$ cat src/rtl/decoder_phase_sequencer.sv
// Decoder phase sequencer: owns the opcode register (ITABLE) and the phase counter (XPT),
// runs the M1 opcode fetch including prefix bytes, and applies the decoder's end-of-instruction pulses.
module decoder_phase_sequencer #(
   parameter int unsigned               XPT_WIDTH    = 4,
   parameter int unsigned               ITABLE_WIDTH = 8,
   parameter logic [ITABLE_WIDTH-1:0]   NOP_OPCODE   = 8'h00
) (
   input  logic                    clock,
   input  logic                    reset,
   input  logic [7:0]              data_in,
   input  logic                    mem_ready,
   input  logic                    halt_req,
   input  logic                    int_req,
   input  logic                    reset_xpt,
   input  logic                    set_cm1,
   input  logic                    reset_itable,
   input  logic                    ophd,
   output logic [XPT_WIDTH-1:0]    XPT,
   output logic [XPT_WIDTH-1:0]    notXPT,
   output logic [ITABLE_WIDTH-1:0] ITABLE,
   output logic [ITABLE_WIDTH-1:0] notITABLE,
   output logic                    decoder_enable,
   output logic                    m1,
   output logic [1:0]              prefix,
   output logic                    prefix_iy,
   output logic                    halted,
   output logic                    phase_error
);

   localparam logic [1:0] FETCH = 2'd0;
   localparam logic [1:0] EXEC  = 2'd1;
   localparam logic [1:0] HALT  = 2'd2;

   localparam logic [XPT_WIDTH-1:0] XPT_ZERO   = '0;
   localparam logic [XPT_WIDTH-1:0] XPT_ONE    = XPT_WIDTH'(1);
   localparam logic [XPT_WIDTH-1:0] XPT_OPCODE = XPT_WIDTH'(2);
   localparam logic [XPT_WIDTH-1:0] XPT_MAX    = '1;

   localparam logic [7:0] BYTE_CB = 8'hCB;
   localparam logic [7:0] BYTE_DD = 8'hDD;
   localparam logic [7:0] BYTE_ED = 8'hED;
   localparam logic [7:0] BYTE_FD = 8'hFD;

   localparam logic [1:0] PFX_NONE = 2'b00;
   localparam logic [1:0] PFX_CB   = 2'b01;
   localparam logic [1:0] PFX_IXY  = 2'b10;
   localparam logic [1:0] PFX_ED   = 2'b11;

   logic [1:0]              state_q,   state_d;
   logic [XPT_WIDTH-1:0]    xpt_q,     xpt_d;
   logic [ITABLE_WIDTH-1:0] itable_q,  itable_d;
   logic [1:0]              prefix_q,  prefix_d;
   logic                    iy_q,      iy_d;
   logic                    perr_q,    perr_d;
   logic                    m1_q,      m1_d;
   logic                    en_q,      en_d;
   logic                    halted_q,  halted_d;

   logic                    is_prefix;
   logic [1:0]              prefix_code;

   always_comb begin
      is_prefix   = 1'b1;
      prefix_code = PFX_NONE;
      case (data_in)
         BYTE_CB: prefix_code = PFX_CB;
         BYTE_DD: prefix_code = PFX_IXY;
         BYTE_FD: prefix_code = PFX_IXY;
         BYTE_ED: prefix_code = PFX_ED;
         default: is_prefix   = 1'b0;
      endcase
   end

   always_comb begin
      state_d  = state_q;
      xpt_d    = xpt_q;
      itable_d = itable_q;
      prefix_d = prefix_q;
      iy_d     = iy_q;
      perr_d   = perr_q;

      case (state_q)
         FETCH: begin
            if (mem_ready) begin
               if (xpt_q == XPT_ZERO) begin
                  xpt_d = XPT_ONE;
               end else if (is_prefix) begin
                  // A later DD/FD simply overwrites an earlier one, so the last prefix wins.
                  prefix_d = prefix_code;
                  iy_d     = (data_in == BYTE_FD);
                  xpt_d    = XPT_ZERO;
               end else begin
                  itable_d = ITABLE_WIDTH'(data_in);
                  xpt_d    = XPT_OPCODE;
                  state_d  = EXEC;
               end
            end
         end

         EXEC: begin
            if (reset_itable) begin
               itable_d = NOP_OPCODE;
            end
            if (ophd) begin
               prefix_d = PFX_NONE;
               iy_d     = 1'b0;
            end
            if (reset_xpt) begin
               xpt_d = XPT_ZERO;
               if (set_cm1) begin
                  state_d = FETCH;
               end else if (halt_req) begin
                  state_d = HALT;
               end
            end else if (mem_ready) begin
               // At the last phase the counter saturates and the overflow is latched instead.
               if (xpt_q == XPT_MAX) begin
                  perr_d = 1'b1;
               end else begin
                  xpt_d = xpt_q + XPT_ONE;
               end
            end
         end

         HALT: begin
            xpt_d = XPT_ZERO;
            if (int_req) begin
               state_d = FETCH;
            end
         end

         default: begin
            state_d = FETCH;
            xpt_d   = XPT_ZERO;
         end
      endcase

      m1_d     = (state_d == FETCH);
      en_d     = (state_d == EXEC);
      halted_d = (state_d == HALT);
   end

   always_ff @(posedge clock) begin
      if (reset) begin
         state_q  <= FETCH;
         xpt_q    <= XPT_ZERO;
         itable_q <= NOP_OPCODE;
         prefix_q <= PFX_NONE;
         iy_q     <= 1'b0;
         perr_q   <= 1'b0;
         m1_q     <= 1'b1;
         en_q     <= 1'b0;
         halted_q <= 1'b0;
      end else begin
         state_q  <= state_d;
         xpt_q    <= xpt_d;
         itable_q <= itable_d;
         prefix_q <= prefix_d;
         iy_q     <= iy_d;
         perr_q   <= perr_d;
         m1_q     <= m1_d;
         en_q     <= en_d;
         halted_q <= halted_d;
      end
   end

   assign XPT            = xpt_q;
   assign notXPT         = ~xpt_q;
   assign ITABLE         = itable_q;
   assign notITABLE      = ~itable_q;
   assign decoder_enable = en_q;
   assign m1             = m1_q;
   assign prefix         = prefix_q;
   assign prefix_iy      = iy_q;
   assign halted         = halted_q;
   assign phase_error    = perr_q;

endmodule

$ cat config.mk
export PLATFORM = sky130hd
export DESIGN_NAME = decoder_phase_sequencer
export DESIGN_NICKNAME = d
export VERILOG_FILES = /design/src/rtl/decoder_phase_sequencer.sv
export SDC_FILE = /design/constraint.sdc
export NUM_CORES = 1
export LEC_CHECK = 0
export CELL_PAD_IN_SITES_DETAIL_PLACEMENT = 0
export CELL_PAD_IN_SITES_GLOBAL_PLACEMENT = 1
export CORE_AREA = 2 2 66 68
export CTS_BUF_LIST = sky130_fd_sc_hd__clkbuf_16
export DETAILED_ROUTE_END_ITERATION = 12
export DIE_AREA = 0 0 68 70
export GPL_TIMING_DRIVEN = 0
export PLACE_DENSITY = 0.83
export RECOVER_POWER = 25
export SYNTH_ARGS = -nofsm -noshare
export SYNTH_HDL_FRONTEND = slang
export SYNTH_SLANG_ARGS = --single-unit
$ cat constraint.sdc
create_clock -name clock -period 1.7 [get_ports clock]
set_input_delay 0.255 -clock clock [delete_from_list [all_inputs] [get_ports clock]]
set_output_delay 0.255 -clock clock [all_outputs]
set_load 0.03 [all_outputs]
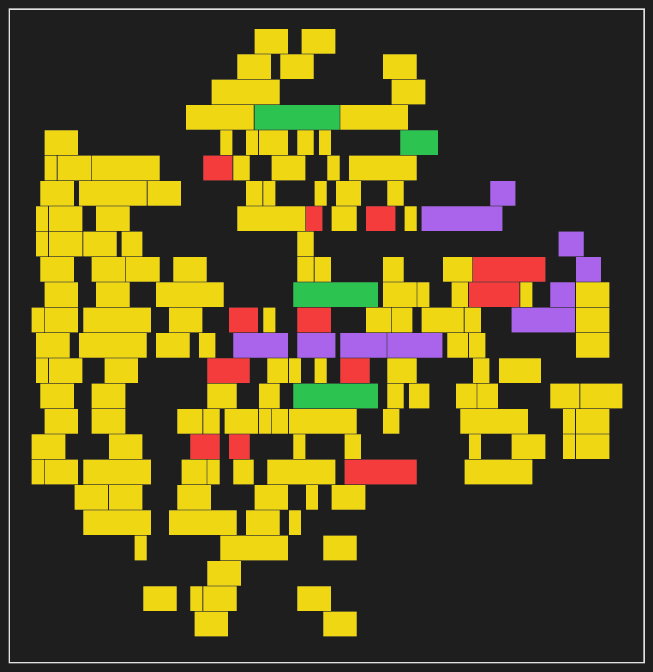
Fig. 1. Drive-strength map (run 1).
color	size	cells	share
green	x6 and larger	4	2.4%
yellow	x1 and smaller	141	84%
red	x2	12	7.2%
purple	x3 and x4	10	6.0%
final instance area: 1700 µm²
Final WS setup: 0.0169 ns

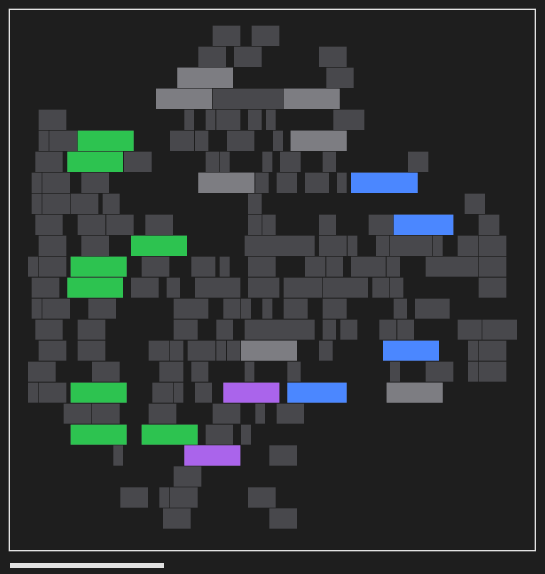
Fig. 2. Where the registers sit (run 1).
Bar = 20 µm. Other sequential cells in the stronger gray, the rest of the logic in the fainter gray.
color	signal	placed flops
purple	prefix	2
blue	XPT	4
green	ITABLE	8
not colored	7
Seq area share: 25.1%
Finished Core Util: 41.0%

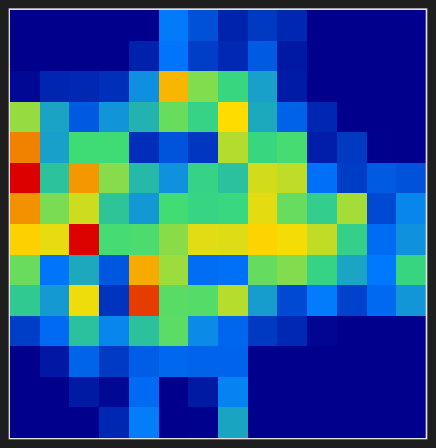
Fig. 3. Routed metal per tile (run 1).
The die is cut into 14 by 14 equal tiles; dark blue is low, red is high, scaled to the fullest tile. Values are wire area over tile area, all layers added.
nearly empty tiles	30%
fullest tile	0.34
mean over tiles	0.090
via count: 1050
final WL: 2600 µm
GRT Total Usage: 12.0%
WL per Instance: 11.9 µm

==> flow_metrics.py, run 1 <==
# Physical implementation metrics
metrics = {
    "drt": {
        "drc": 0,
        "wl_met1_um": 1190,
        "routed.top_layer": "met4",
        "wl_met2_um": 1140,
        "firstDrtPassIters": 4,
        "drt-initial-drc-count": 26,
        "avgViaCountPerCell": 4.79,
    },
    "critical_path": {
        "critPathMaxFanout": 8,
        "cp_top_family": "simple AND/OR/NAND/NOR gates",
        "cpPeakStageDelay_ns": 0.44,
        "worstRegToRegCells": 6,
        "arrival_ns": 1.88,
        "cp.required_ns": 1.90,
        "crit_type": "register to register",
        "critPathCaptureType": "register",
        "cp_num_buf_inv": 1,
        "critical_path.slowest_cell": "or4_4",
        "regToRegSetupSlack_ns": 0.02,
        "critPathLaunch": "XPT[0]$_SDFFE_PP0P_",
        "path_depth": 6,
        "r2r-start": "XPT[0]$_SDFFE_PP0P_",
    },
    "yosys": {
        "fa_ha_area_share_pct": 2.44,
        "yosys.area_share.aoi_pct": 24.0,
        "synth_top_cell_by_count": "dfxtp_1",
        "mux_share_pct": 2.93,
        "top_logic_kind": "AND-OR/OR-AND gates",
        "syn_area_per_cell_um2": 8.98,
        "synth_cell_types": 36,
        "synth_area_um2": 1020,
        "fp_nets": 133,
        "synthSimpleGateAreaFrac_pct": 22.9,
        "synth_stat.cells": 114,
        "top_cells_by_count": "dfxtp_1, inv_1, a21oi_1, nand2_1, a32o_1",
        "xor_share_pct": 0,
        "synthesis.instances": 114,
        "ys_area_um2": 1020,
        "ys_async_sr_fraction_pct": 0,
        "yosysTopAreaCell": "dfxtp_1",
        "synth_flops": 21,
    },
    "final_timing": {
        "fin_skew_ns": 0.00356,
        "hold_violations": 0,
        "worst_slew_pin_slew_ns": 0.625,
        "fmax_ghz": 0.594,
        "finalSetupViolCount": 0,
        "rsz0062_at_grt": "yes",
        "fin_crit_ns": 1.68,
    },
    "placed_design": {
        "place_ws_ns": -0.321,
        "hpwlAfterDp_um": 1960,
        "gp_congestion": 0.820,
        "io_buffer_count": 47,
    },
    "grt": {
        "busiest_layer": "met2",
        "grt_max_degree": 12,
        "gr-usage-met1_pct": 16.0,
        "grt_antenna_before_repair": 0,
        "grt_pass1_wl_um": 4490,
        "grt_use_met3_pct": 3.86,
        "grt_pass1_vias": 1042,
        "grt_overflow_total": 0,
    },
    "clock_tree": {
        "ctsHoldBuffers": 0,
        "postCtsSetupBuffers": 1,
        "clkTransAtPathRegs_ns": 0.06,
        "htree_levels": 1,
        "root_buffer": "clkbuf_16",
    },
    "final_layout": {
        "fin_cells": 219,
        "n_fill_cell": 441,
        "mostFrequentLayoutCells": "clkdlybuf4s50_1, dfxtp_1, inv_1, nand2_1",
        "lay_top_count": "clkdlybuf4s50_1",
        "largest_cell_class": "combinational gates",
        "buffers": 52,
        "synthToLayoutAreaGrowth_pct": 66.0,
        "sh_comb_area_pct": 33.5,
        "nFlopsAndLatches": 21,
        "logic_gate_count": 77,
        "final-nonclk-buf-share_pct": 29.8,
        "drive_gt1_share_pct": 15.6,
        "nClkBuffers": 3,
    },
    "flow_run": {
        "maxCapViolations": 0,
        "warnings": 29,
    },
    "die": {
        "chipHeight_um": 70,
        "core_util_floorplan_pct": 24.7,
        "core_um2": 4140,
        "die_w_um": 68,
        "io_pins": 48,
        "dieArea_um2": 4760,
    },
    "power_and_ir_drop": {
        "pg_clk_w": 0.000488,
        "ir_worst_vdd_mv": 0.384,
        "power_frac_seq_pct": 38.0,
        "clkPwrFrac_pct": 34.2,
        "p_total_w": 0.00143,
        "p_sw_share_pct": 28.6,
        "p_int_w": 0.00102,
        "share_comb_of_total_power_pct": 27.8,
        "power-per-cell-area_nw_per_um2": 839,
    },
    "min_path": {
        "hp-class": "register to register",
        "worst_hold_path.endpoint": "prefix[1]$_SDFFE_PP0P_",
        "hp-start": "prefix[1]$_SDFFE_PP0P_",
        "whs_path_depth": 2,
    },
    "outcome": {
        "status": "finished clean",
    },
}
==> run 1: worst min-delay path: stages (launching register included) <==
cell     delay [ns]
dfxtp_1        0.30
nand2_1        0.05
mux2i_1        0.05
==> run 1: cells by family after synthesis <==
kind of cell	after synthesis
adder cells (fa/ha/maj)	2
buffers and inverters	16
AND-OR/OR-AND	33
multiplexers	3
flip-flops	21
AND/OR/NAND/NOR	39
==> run 1: state kept, by name (all words and copies together), names as in the netlist <==
| name | flops |
|---|---|
| state_q | 2 |
| prefix_iy | 1 |
| prefix | 2 |
| decoder_enable | 1 |
| XPT | 4 |
| ITABLE | 8 |
| phase_error | 1 |
| m1 | 1 |
| halted | 1 |
Fig. 4: run 1, clock distribution
Bar = 20 µm.
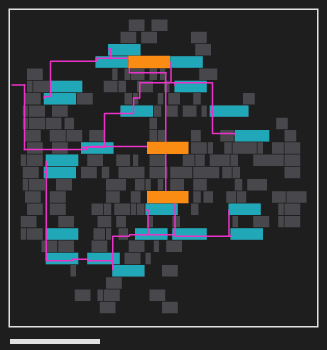

==> run 2: changes to the inputs <==
--- a/config.mk
+++ b/config.mk
@@ -12,6 +12,7 @@
 export DETAILED_ROUTE_END_ITERATION = 12
 export DIE_AREA = 0 0 68 70
 export GPL_TIMING_DRIVEN = 0
+export MAX_ROUTING_LAYER = met4
 export PLACE_DENSITY = 0.83
 export RECOVER_POWER = 25
 export SYNTH_ARGS = -nofsm -noshare
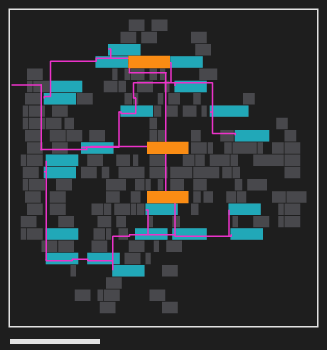
Fig. 5. Clock distribution (run 2).
Bar = 20 µm.
[magenta] clock wires | length: 286 µm
[cyan] flip-flops | count: 21
[orange] clock-net drivers | count: 3
routed clock nets	4
Final Skew: 0.00356 ns
P_clk: 0.000488 W
Clk pwr share: 34.3%
clk latency late pin: 0.25 ns

==> run 2 against run 1 <==
Against the previous run:
- sequential share of layout area did not move
- final area unchanged
- combinational power barely moved
- utilization is the same
- global-route usage up 0.32 points
- flip-flop count unchanged
- critical path depth stayed put
- clock skew hardly changed
- setup slack barely moved
- die size unchanged
- synthesized cell count unchanged
- hold slack about the same
- critical endpoint unchanged
- largest power group unchanged
- highest routed layer unchanged
==> flow_metrics.py, run 2 <==
# Physical implementation metrics
metrics = {
    "drt": {
        "drc": 0,
        "wl_met2_um": 1150,
        "drt-initial-drc-count": 31,
        "routed.top_layer": "met4",
        "wl_met1_um": 1210,
        "firstDrtPassIters": 4,
        "avgViaCountPerCell": 4.79,
    },
    "die": {
        "core_um2": 4140,
        "io_pins": 48,
        "die_w_um": 68,
        "dieArea_um2": 4760,
        "core_util_floorplan_pct": 24.7,
        "chipHeight_um": 70,
    },
    "final_layout": {
        "drive_gt1_share_pct": 15.6,
        "final_nets": 187,
        "fin_cells": 219,
        "largest_reg_flops": 8,
        "synthToLayoutAreaGrowth_pct": 66.0,
        "fin_area_um2": 1700,
        "mi_logic_area_um2": 569,
        "mostFrequentLayoutCells": "clkdlybuf4s50_1, dfxtp_1, inv_1, nand2_1",
        "n_antenna_cell": 0,
        "lay_top_count": "clkdlybuf4s50_1",
        "n_fill_cell": 441,
    },
    "power_and_ir_drop": {
        "p_int_w": 0.00102,
        "power_leader": "sequential cells",
        "p_sw_share_pct": 28.6,
        "power_frac_seq_pct": 38.0,
        "share_comb_of_total_power_pct": 27.8,
        "p_total_w": 0.00143,
        "ir_worst_vdd_mv": 0.384,
        "power-per-cell-area_nw_per_um2": 839,
    },
    "yosys": {
        "mux_share_pct": 2.93,
        "xor_share_pct": 0,
        "yosys.area_share.aoi_pct": 24.0,
        "yosysTopAreaCell": "dfxtp_1",
        "synth_flops": 21,
        "fa_ha_area_share_pct": 2.44,
        "synth_area_um2": 1020,
        "synth_top_cell_by_count": "dfxtp_1",
        "top_logic_kind": "AND-OR/OR-AND gates",
        "ys_area_um2": 1020,
        "synthesis.instances": 114,
        "top_cells_by_count": "dfxtp_1, inv_1, a21oi_1, nand2_1, a32o_1",
        "syn_area_per_cell_um2": 8.98,
        "synth_stat.cells": 114,
        "top_area_share_pct": 41.1,
        "synth_cell_types": 36,
        "fp_nets": 133,
        "synthSimpleGateAreaFrac_pct": 22.9,
        "ys_async_sr_fraction_pct": 0,
    },
    "min_path": {
        "hp-start": "prefix[1]$_SDFFE_PP0P_",
        "worst_hold_path.endpoint": "prefix[1]$_SDFFE_PP0P_",
        "whs_path_depth": 2,
        "hp-class": "register to register",
    },
    "critical_path": {
        "arrival_ns": 1.88,
        "critPathMaxFanout": 8,
        "critical_path.slowest_cell": "or4_4",
        "regToRegSetupSlack_ns": 0.02,
        "critPathCaptureType": "register",
        "critPathLaunch": "XPT[0]$_SDFFE_PP0P_",
        "cp_num_buf_inv": 1,
        "worstRegToRegCells": 6,
        "critPathLaunchType": "register",
        "cpPeakStageDelay_ns": 0.44,
        "path_depth": 6,
        "cp_top_family": "simple AND/OR/NAND/NOR gates",
        "cp.required_ns": 1.90,
        "r2r-start": "XPT[0]$_SDFFE_PP0P_",
        "crit_type": "register to register",
    },
    "final_timing": {
        "rsz0062_at_grt": "yes",
        "worst_slew_pin_slew_ns": 0.631,
        "fmax_ghz": 0.594,
        "fin_crit_ns": 1.68,
        "hold_violations": 0,
        "finalSetupViolCount": 0,
    },
    "clock_tree": {
        "clkTransAtPathRegs_ns": 0.06,
        "root_buffer": "clkbuf_16",
        "htree_levels": 1,
        "ctsHoldBuffers": 0,
    },
    "placed_design": {
        "gp_congestion": 0.832,
        "dp_cells": 213,
        "hpwlAfterDp_um": 1960,
        "io_buffer_count": 47,
    },
    "outcome": {
        "status": "finished clean",
    },
    "flow_run": {
        "maxCapViolations": 0,
        "warnings": 29,
    },
    "grt": {
        "grt_pass1_vias": 1042,
        "grt_pass1_wl_um": 4490,
        "grt_use_met3_pct": 3.38,
        "busiest_layer": "met2",
        "grt_antenna_before_repair": 0,
        "grt_max_degree": 12,
        "grt_overflow_total": 0,
        "gr-usage-met1_pct": 16.3,
        "grt_use_met2_pct": 18.0,
    },
}
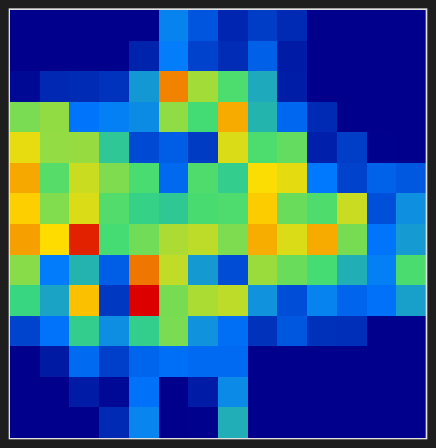
Fig. 6. Routed metal per tile (run 2).
The die is cut into 14 by 14 equal tiles; dark blue is low, red is high, scaled to the fullest tile. Values are wire area over tile area, all layers added.
mean over tiles	0.089
emptiest ninth of the die	upper right
densest ninth of the die	middle left
nearly empty tiles	29%
fullest tile	0.31
tiles over half the peak	29%
GRT Total Usage: 12.3%
final WL: 2590 µm
WL per Instance: 11.8 µm
via count: 1049

==> run 2: cell counts after synthesis <==
No cell type changed its count.
==> run 2: layout make-up <==
type,instances,area share (%)
multi-input cells,77,33.5
repair buffers,49,28.6
flip-flops and latches,21,25.1
clock buffers,3,4.42
well taps,52,3.83
inverters,13,3.09
plain buffers,3,1.18
clock inverters,1,0.221
==> run 2: metrics by stage <==
stage / setup slack [ns] / hold WS, ns
3_3_place_gp: -0.306 / 0.450
6_report: 0.0166 / 0.456
3_5_place_dp: -0.321 / 0.451
2_1_floorplan: -0.122 / 0.377
5_1_grt: -0.0565 / 0.479
4_1_cts: 0.00298 / 0.465
==> run 2: what timing repair did <==
action                     CTS  global route
buffers inserted             1             1
setup endpoints to repair   10            16
gates resized                3             8
pin swaps                    1             6
Power figures rest on the tool's default switching activity, not on a simulated workload.
